**config.mk**
```make
export PLATFORM = sky130hd
export DESIGN_NAME = event_reader
export DESIGN_NICKNAME = d
export VERILOG_FILES = /design/src/rtl/event_reader.sv
export SDC_FILE = /design/constraint.sdc
export NUM_CORES = 1
export LEC_CHECK = 0
export CAP_MARGIN = 0
export CORE_UTILIZATION = 56
export CTS_CLUSTER_SIZE = 30
export DETAILED_ROUTE_END_ITERATION = 12
export PLACE_DENSITY = 0.81
export SLEW_MARGIN = 20
export SYNTH_ARGS = -nofsm -noshare
export SYNTH_HDL_FRONTEND = slang
export SYNTH_SLANG_ARGS = --single-unit
```
**constraint.sdc**
```tcl
create_clock -name rd_clk -period 3.4 [get_ports rd_clk]
set_input_delay 0.51 -clock rd_clk [delete_from_list [all_inputs] [get_ports rd_clk]]
set_output_delay 0.51 -clock rd_clk [all_outputs]
set_load 0.03 [all_outputs]
```
**src/rtl/event_reader.sv**
```systemverilog
// rtl/event_reader.sv - drains one complete capture window per packet onto a valid/ready stream
module event_reader #(
  parameter int          WIN_LEN  = 100,
  parameter logic [15:0] HDR_WORD = 16'hA55A,
  parameter int          CNT_W    = 10
) (
  input  logic             rd_clk,
  input  logic             rst_n,
  input  logic [15:0]      fifo_dout,
  input  logic             fifo_empty,
  input  logic [CNT_W-1:0] fifo_rd_data_count,
  output logic             fifo_rd_en,
  output logic [15:0]      tx_data,
  output logic             tx_valid,
  input  logic             tx_ready,
  output logic             tx_last,
  output logic             busy,
  output logic [15:0]      event_num
);

  localparam int              RC_W     = $clog2(WIN_LEN + 1);
  localparam logic [RC_W-1:0] WIN_END  = RC_W'(WIN_LEN);
  localparam logic [RC_W-1:0] WIN_LAST = RC_W'(WIN_LEN - 1);

  typedef enum logic [2:0] {S_IDLE, S_HDR, S_NUM, S_DATA, S_CSUM} state_t;

  state_t          state;
  logic [15:0]     skid_data;
  logic            skid_valid;
  logic            rd_pend;
  logic [RC_W-1:0] rd_cnt;
  logic [RC_W-1:0] acc_cnt;
  logic [15:0]     csum;
  logic            accept;
  logic            window_ready;
  logic [1:0]      occ;

  assign accept       = tx_valid & tx_ready;
  assign window_ready = (fifo_rd_data_count >= CNT_W'(WIN_LEN));

  // Samples held or arriving once this cycle's accepted head has left.
  assign occ = {1'b0, tx_valid} + {1'b0, skid_valid} + {1'b0, rd_pend} - {1'b0, accept};

  // The first sample is prefetched while the number word is on the bus to hide read latency.
  always_comb begin
    fifo_rd_en = 1'b0;
    if (!fifo_empty) begin
      if (state == S_NUM)
        fifo_rd_en = (rd_cnt == '0);
      else if (state == S_DATA)
        fifo_rd_en = (rd_cnt < WIN_END) && (occ < 2'd2);
    end
  end

  always_ff @(posedge rd_clk or negedge rst_n) begin
    if (!rst_n) begin
      state      <= S_IDLE;
      tx_data    <= '0;
      tx_valid   <= 1'b0;
      tx_last    <= 1'b0;
      busy       <= 1'b0;
      event_num  <= '0;
      skid_data  <= '0;
      skid_valid <= 1'b0;
      rd_pend    <= 1'b0;
      rd_cnt     <= '0;
      acc_cnt    <= '0;
      csum       <= '0;
    end else begin
      rd_pend <= fifo_rd_en;
      if (fifo_rd_en)
        rd_cnt <= rd_cnt + 1'b1;

      case (state)
        S_IDLE: begin
          if (window_ready) begin
            state    <= S_HDR;
            busy     <= 1'b1;
            tx_data  <= HDR_WORD;
            tx_valid <= 1'b1;
          end
        end

        S_HDR: begin
          if (accept) begin
            state   <= S_NUM;
            tx_data <= event_num;
          end
        end

        S_NUM, S_DATA: begin
          if (state == S_DATA && accept) begin
            csum    <= csum + tx_data;
            acc_cnt <= acc_cnt + 1'b1;
          end
          if (state == S_DATA && accept && acc_cnt == WIN_LAST) begin
            state    <= S_CSUM;
            tx_data  <= csum + tx_data;
            tx_valid <= 1'b1;
            tx_last  <= 1'b1;
          end else begin
            if (state == S_NUM && accept)
              state <= S_DATA;
            // Two-entry buffer: tx_data is the head, skid_data the second slot.
            if (accept) begin
              if (skid_valid) begin
                tx_data    <= skid_data;
                tx_valid   <= 1'b1;
                skid_valid <= rd_pend;
                skid_data  <= fifo_dout;
              end else begin
                tx_valid <= rd_pend;
                if (rd_pend)
                  tx_data <= fifo_dout;
              end
            end else if (rd_pend) begin
              if (tx_valid) begin
                skid_data  <= fifo_dout;
                skid_valid <= 1'b1;
              end else begin
                tx_data  <= fifo_dout;
                tx_valid <= 1'b1;
              end
            end
          end
        end

        S_CSUM: begin
          if (accept) begin
            state     <= S_IDLE;
            tx_valid  <= 1'b0;
            tx_last   <= 1'b0;
            busy      <= 1'b0;
            event_num <= event_num + 16'd1;
            csum      <= '0;
            rd_cnt    <= '0;
            acc_cnt   <= '0;
          end
        end

        default: state <= S_IDLE;
      endcase
    end
  end

endmodule

```
Run 1, the metal 1 layer:
The bar under the picture is 20 um long.
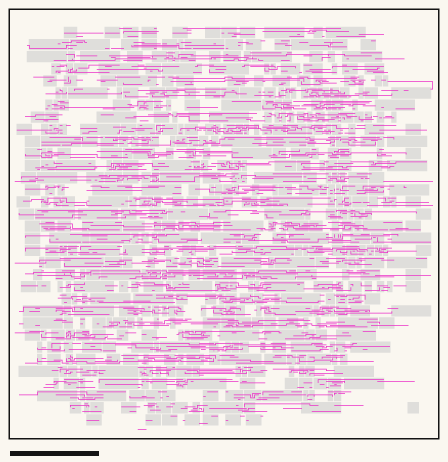
longest straight run	35.4 um
share of all routed wire	44%
via count: 4241
routed wire length: 12400 um
grt met1 use: 38.9%

Run 1, signal wires on met2:
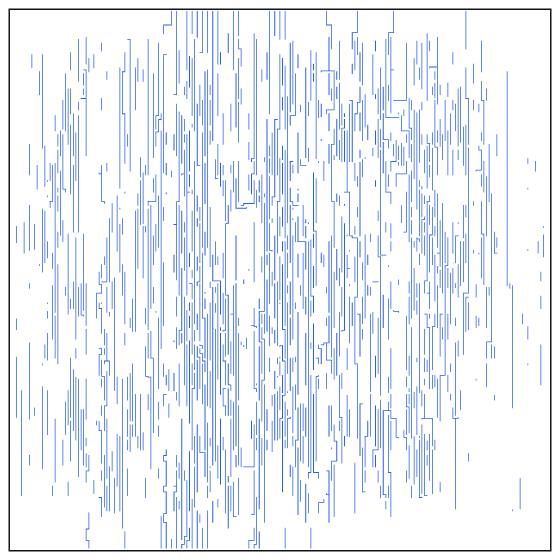
wire length on this layer	6000 um
nets with wire on the layer	552
share of all routed wire	48%
met2 usage in global routing: 47.1%

Run 1, the metal 3 layer:
The bar under the picture is 20 um long.
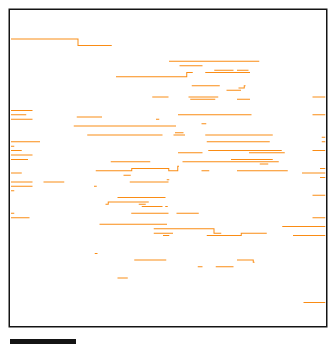
wire length on this layer	706 um
longest straight run	30.8 um
main direction	horizontal
met3 usage: 4.90%

Run 1, M4 wires:
The bar under the picture is 20 um long.
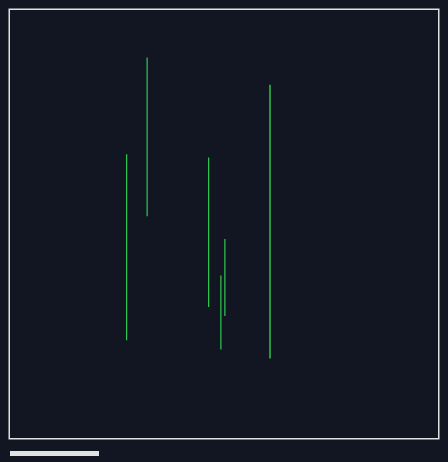
main direction	vertical
wire length on this layer	205 um
share of all routed wire	1.7%
nets with wire on the layer	5

==> GITHUB_STEP_SUMMARY, run 1 <==
### Yosys + OpenROAD results

| Metric | Value |
|---|---|
| Vias per cell | `6.15` |
| Flip-flops with a built-in enable | `0` |
| Switching Share | `43.0%` |
| Slowest-stage cell, CP | `clkdlybuf4s50_1` |
| Initial DRT Pass Iterations | `5` |
| 1st-iter DRT viols | `243` |
| Fillers | `631` |
| Main logic family | `simple AND/OR/NAND/NOR gates` |
| Non-Filler Instances | `690` |
| Power Total | `5.28 mW` |
| Worst-path maximum fanout | `5` |
| Final setup viols | `0` |
| Multi-input gates | `393` |
| IO Pins | `66` |
| Combinational share of power | `54.0%` |
| Layout non-clock buf frac | `12.5%` |
| DRC Markers | `0` |
| Syn_area_per_cell | `9.66 sq um` |
| Hpwl dp | `9180 um` |
| Buf/Inv on CP | `4` |
| Placed Cells incl. Taps | `674` |
| Clock Root Buffer | `clkbuf_8` |
| DRT antenna net count | `0` |
| Fin crit share | `92.3%` |
| Tapcells | `105` |
| Leak pwr | `2.68 nW` |
| Worst path cell trace | `clkdlybuf4s50_1, nand2_1, inv_1, ha_1, inv_1, ha_1, a21oi_1, o22a_1, a22o_1, and2_1, buf_4` |
| Area grow syn2layout | `19.0%` |
| Non-CTS buffers | `78` |
| Levels on crit path | `11` |
| Fraction of layout cells with a size suffix above 1 | `9.23%` |
| CTS Sinks | `86` |
| Top pwr grp | `combinational cells` |
| Count of unique library cells instantiated by Yosys | `59` |
| Setup Skew | `8.28 ps` |
| Clock Power | `713 uW` |
| Worst r2r path cells | `6` |
| H-tree level count | `3` |
| Adder Area Share | `5.69%` |
| Seq area share | `36.4%` |
| Yosys synthesis chip area | `4970 sq um` |
| Least-Margin Pin Slew | `624 ps` |
| Outcome | `completed` |
| Kind of critical path | `in -> out` |
| DR WL/cell | `17.9 um` |
| Total gr overflow | `0` |
| Crit path DRT | `2890 ps` |
| Worst-path clk slew | `80 ps` |
| ClkCell Share | `3.09%` |
| FF/Latch Area | `2150 sq um` |
==> run 2, diff against run 1 <==
PLACE_DENSITY = 0.85   (was 0.81)
Run 2, the metal 3 layer:
The bar under the picture is 20 um long.
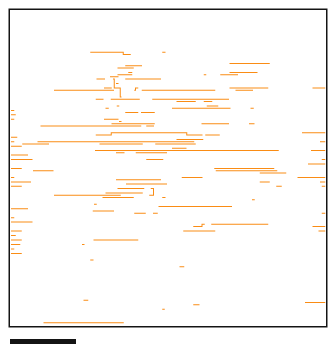
longest straight run	55.7 um
share of all routed wire	6.5%
nets with wire on the layer	92
main direction	horizontal
wire length on this layer	813 um
routed wire length: 12500 um
via count: 4333

==> run 2 against run 1 <==
Compared with the run above:
- worst hold slack improved by 82 ps
- global-route usage rose by 0.55 points
- sequential share of layout area fell by 0.17 points
- sequential power barely moved
- register-to-register slack got worse by 70 ps
- critical path type unchanged
- area after synthesis did not move
- core utilization rose by 0.33 points
- critical path depth did not move
- die size did not move
- critical endpoint unchanged
==> GITHUB_STEP_SUMMARY, run 2 <==
### Yosys + OpenROAD results

| Metric | Value |
|---|---|
| Outcome | `completed` |
| Slowest-stage cell, CP | `clkdlybuf4s50_1` |
| Setup Skew | `11.3 ps` |
| Met2 usage in global routing | `47.3%` |
| Worst-path clk slew | `90 ps` |
| FF/Latch Area | `2150 sq um` |
| Hpwl dp | `9020 um` |
| CTS Sinks | `86` |
| Non-Filler Instances | `689` |
| Leak pwr | `2.68 nW` |
| DRC Markers | `0` |
| Initial DRT Pass Iterations | `5` |
| Power Total | `5.39 mW` |
| Worst-path maximum fanout | `5` |
| Tapcells | `105` |
| Final setup viols | `0` |
| Top pwr grp | `combinational cells` |
| DR WL/cell | `18.2 um` |
| Met3 usage | `4.98%` |
| ClkCell Share | `3.73%` |
| Crit path DRT | `2890 ps` |
| Fraction of layout cells with a size suffix above 1 | `9.76%` |
| Fillers | `607` |
| Yosys synthesis chip area | `4970 sq um` |
| IO Pins | `66` |
| Worst path cell trace | `clkdlybuf4s50_1, nand2_1, inv_1, ha_1, inv_1, ha_1, a21oi_1, a21boi_0, a22o_1, and2_1, buf_4` |
| Area grow syn2layout | `19.6%` |
| Placed Cells incl. Taps | `672` |
| Worst r2r path cells | `6` |
| Clock Root Buffer | `clkbuf_8` |
| Count of unique library cells instantiated by Yosys | `59` |
| Syn_area_per_cell | `9.66 sq um` |
| Total gr overflow | `0` |
| 1st-iter DRT viols | `312` |
| Layout non-clock buf frac | `12.2%` |
| Flip-flops with a built-in enable | `0` |
| Multi-input gates | `393` |
==> run 3, diff against run 2 <==
PLACE_DENSITY = 0.81   (was 0.85)
SETUP_SLACK_MARGIN = 0.15   (was not set)
Run 3, signal wires on met2:
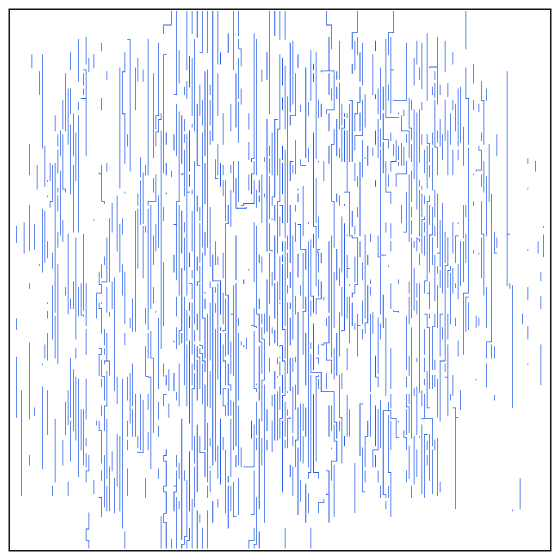
nets with wire on the layer	554
main direction	vertical
routed wire length: 12400 um
via count: 4236

==> run 3 against run 2 <==
Compared with the run above:
- die size did not move
- critical path type is now reg -> out
- cell count is 0.15% higher
- sequential share of layout area up 0.15 points
- critical endpoint unchanged
- largest cell class unchanged
- via count shrank 2.2%
- total power down 2.0%
- clock power shrank 12%
- worst hold slack worse by 84 ps
- first-iteration DRC count is 22% lower
- wire length down 1.0%
==> GITHUB_STEP_SUMMARY, run 3 <==
### Yosys + OpenROAD results

| Metric | Value |
|---|---|
| DR WL/cell | `18.0 um` |
| Count of unique library cells instantiated by Yosys | `59` |
| Outcome | `completed` |
| Slowest-stage cell, CP | `dfrtp_1` |
| Worst-path maximum fanout | `9` |
| Yosys synthesis chip area | `4970 sq um` |
| DRT antenna net count | `0` |
| Clock Root Buffer | `clkbuf_8` |
| Non-CTS buffers | `78` |
| ClkCell Share | `3.09%` |
| Worst r2r path cells | `6` |
| Kind of critical path | `reg -> out` |
| Fin crit share | `88.9%` |
| Setup Skew | `7.75 ps` |
| Levels on crit path | `10` |
| Placed Cells incl. Taps | `674` |
| Buf/Inv on CP | `3` |
| Met2 usage in global routing | `47.1%` |
| Grt met1 use | `38.9%` |
| Power Total | `5.28 mW` |
| IO Pins | `66` |
| FF/Latch Area | `2150 sq um` |
| Main logic family | `simple AND/OR/NAND/NOR gates` |
| Least-Margin Pin Slew | `624 ps` |
| Syn_area_per_cell | `9.66 sq um` |
| DRC Markers | `0` |
| Combinational share of power | `54.0%` |
| Clock Power | `715 uW` |
| Met3 usage | `4.90%` |
| Adder Area Share | `5.69%` |
| Switching Share | `43.0%` |
| Fraction of layout cells with a size suffix above 1 | `9.23%` |
| Tapcells | `105` |
| Worst path cell trace | `nand2_1, inv_1, ha_1, inv_1, ha_1, a21oi_1, a21boi_0, a22o_1, and2_1, buf_4` |
| 1st-iter DRT viols | `243` |
Power figures rest on the tool's default switching activity, not on a simulated workload.
